Design mac_pipe_sgn, sky130hd; sources not shown.
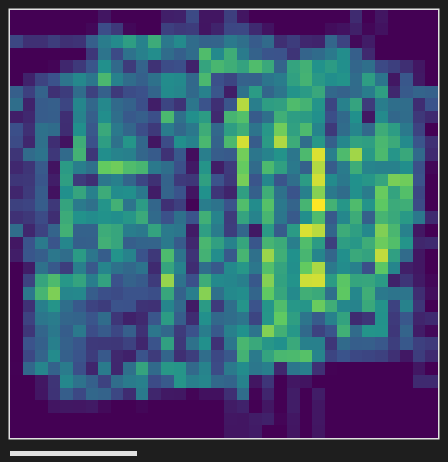
*Wire density map*
Scale bar: 50 um. The die is cut into 34 by 34 equal tiles; dark purple is low, yellow is high, scaled to the fullest tile. Values are wire area over tile area, all layers added.
nearly empty tiles: 17%
fullest tile: 0.41
densest ninth of the die: right middle
mean over tiles: 0.13
tiles over half the peak: 21%
gr usage total: 17.4%
routed len/inst: 17.6 um
routed vias: 6989

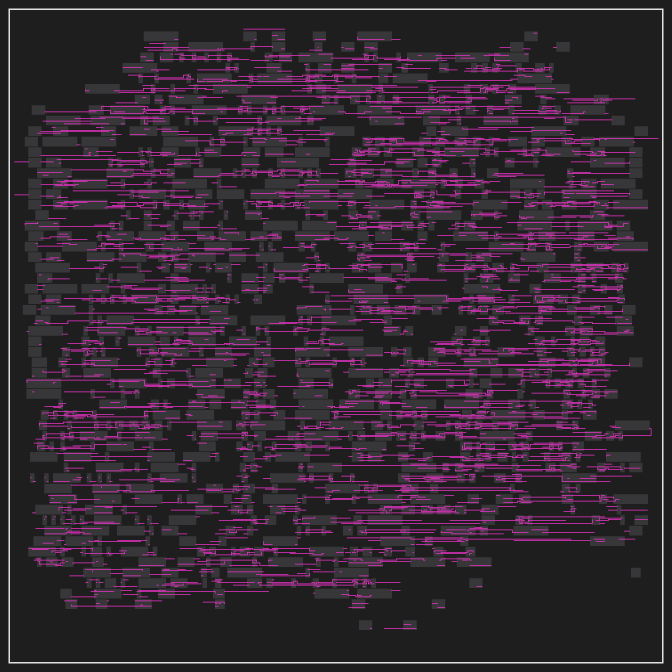
*Metal 1*
Cells faint in the background.
wire length on this layer: 11000 um
main direction: horizontal
longest straight run: 53.8 um
nets with wire on the layer: 1062
share of all routed wire: 46%
M1 GR Usage: 22.5%
Total Wirelength: 23800 um

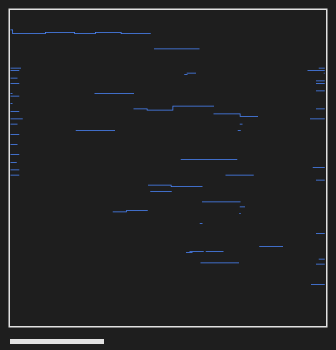
*Metal 3*
Scale bar: 50 um.
wire length on this layer: 532 um
nets with wire on the layer: 44
longest straight run: 29.9 um
met3 GRT Util: 2.71%

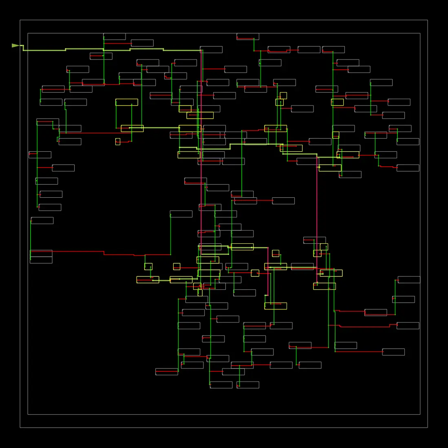
*The clock network*
clock buffer count: 19
clk latency late pin: 420 ps

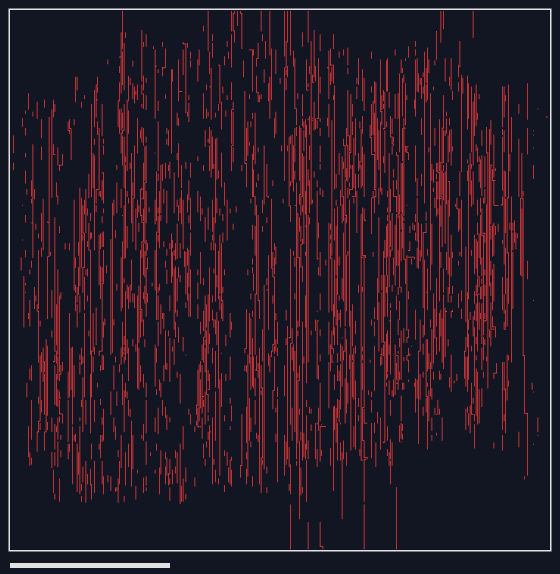
*Met2 routing*
Scale bar: 50 um.
nets with wire on the layer: 1002
longest straight run: 86.4 um
wire length on this layer: 12200 um
GR Util met2: 31.1%

==> job_summary.md <==
## Synthesis and layout report

| Metric | Value |
|---|---|
| Reg clk slew, reported paths | `60 ps` |
| Main flop type | `dfrtp_1` |
| CP required | `6400 ps` |
| Yosys adder share | `between 20% and 30%` |
| Max incr delay on CP | `610 ps` |
| Log Warnings | `25` |
| DR iter-0 viols | `325` |
| I/O pins | `51` |
| R2R cell count | `16` |
| Worst Setup End Kind | `register` |
| Cell mode on critical path | `fa_1` |
| Syn Inst Count | `992` |
| Yosys simple share | `16.1%` |
| RSZ-0062 raised after global routing | `no` |
| Residual DRC | `0` |
| Nets | `approximately 1200` |
| Post-synth regs | `116` |
| Syn Area/Cell | `9.34 um2` |
| Rel. slew slack | `between 40% and 50%` |
| Post-synth top area share | `a little under a third` |
| Mapped Area | `just over 9000 um2` |
| Clk sinks | `116` |
| Routability cong. | `~0.79` |
| Clk buf depth | `2` |
| FP Rows | `58` |
| Ao+oa area frac | `around 15%` |
| Mux cell area share | `under 10%` |
| Biggest area cells | `dfrtp_1 31%, fa_1 16%, ha_1 8.2%` |
| Part of the cycle the worst path needs | `90.7%` |
| Register area | `2900 um2` |
| Chip width | `~170 um` |
| Worst EP arrival | `5830 ps` |
| Xor/xnor share | `2.93%` |
| Global-route wire length before repair | `40000 um` |
| Max Cap Viol | `0` |
| Area growth syn-to-layout | `14.2%` |
| Core Util at FP | `36.2%` |
| Pin slew with the least headroom to its limit | `about 850 ps` |
| R2R Setup Slk | `roughly 560 ps` |
| Core Area | `around 26000 um2` |
| Max Slew Vio Count | `0` |
| Detail Placement HPWL | `about 18000 um` |
| Post-route ant nets | `0` |
| DR pass1 iterations | `4` |
| Die Ht | `about 170 um` |
| Ys cells | `approximately 990` |
| Setup TNS | `0 ps` |
| Grt total ovfl | `0` |
| Port Buffers | `50` |
| Routed vias/inst | `5.15` |
| Distinct lib cells used | `65` |
| Number of diodes | `0` |
| Outcome | `finished clean` |
| CTS tree | `built` |
| Layout cells sized above 1 | `under 10%` |
[metrics by stage]
stage                     instances  setup slack, ps  hold slack (ps)  instance area (um2)
final                          1356              565              463                10600
after global routing           1356              243              491                10600
after CTS                      1356              488              468                10600
after detailed placement       1324              498              451                10000
after global placement         1324              571              445                10000
after floorplan                 935              603              433                 9020
[cells in the mapped netlist (6+ instances only)]
master	n
a21oi_1	35
nand3_1	10
a21o_1	9
a31oi_1	25
nand2b_1	16
fa_1	72
o21ai_0	30
nor2_1	38
a22oi_1	10
and2_1	31
mux2_2	22
and3_1	15
xnor2_1	20
ha_1	61
o21a_1	11
buf_2	8
nand4_1	6
inv_1	93
dfrtp_1	116
o211ai_1	10
mux2i_1	12
clkbuf_1	43
xor2_1	11
a311oi_1	12
nand2_1	177
o221a_2	8
nor3_1	15
[cells by family (layout without fill, tap and decap cells)]
kind of cell,Yosys count,after routing
XOR/XNOR,31,31
AND/OR/NAND/NOR,327,327
flip-flops,116,116
other,1,1
adder cells (fa/ha/maj),133,133
multiplexers,34,34
AND-OR/OR-AND,200,200
buffers and inverters,150,184
[area by class of cell]
cell class | instances | area share [%]
Timing Repair Buffer | 59 | 5.35
Multi-Input combinational cell | 726 | 54.6
Sequential cell | 116 | 27.4
Clock inverter | 13 | 1.16
Tap cell | 330 | 3.90
Clock buffer | 19 | 4.28
Inverter | 93 | 3.30
[cell usage in the layout, fill, tap and decap left out, types with 6 or more instances in the layout]
cell and n:
a21o_1 9, a21oi_1 35, a22oi_1 10, a311oi_1 12, a31oi_1 25, and2_1 31
and3_1 15, buf_4 10, clkbuf_16 17, clkdlybuf4s50_1 49, dfrtp_1 116, fa_1 72
ha_1 61, inv_1 93, mux2_2 22, mux2i_1 12, nand2_1 177, nand2b_1 16
nand3_1 10, nand4_1 6, nor2_1 37, nor3_1 15, o211ai_1 10, o21a_1 11
o21ai_0 30, o221a_2 8, xnor2_1 20, xor2_1 11
[per-layer routing]
layer	track usage (%)	part of all wire [%]	wire length, um
met1	22.5	46	11000
met4	3.17	0.65	155
met5	0	0	0
met3	2.71	2.2	532
met2	31.1	51	12200
[worst max-delay path, delay by kind of cell, from the launching register on]
kind | cells | cell delay, ps
buf+inv | 3 | 140
simple gates | 4 | 850
mux | 1 | 250
xor+xnor | 1 | 80
flops | 1 | 510
fa+ha+maj | 6 | 2960
compound gates | 1 | 610
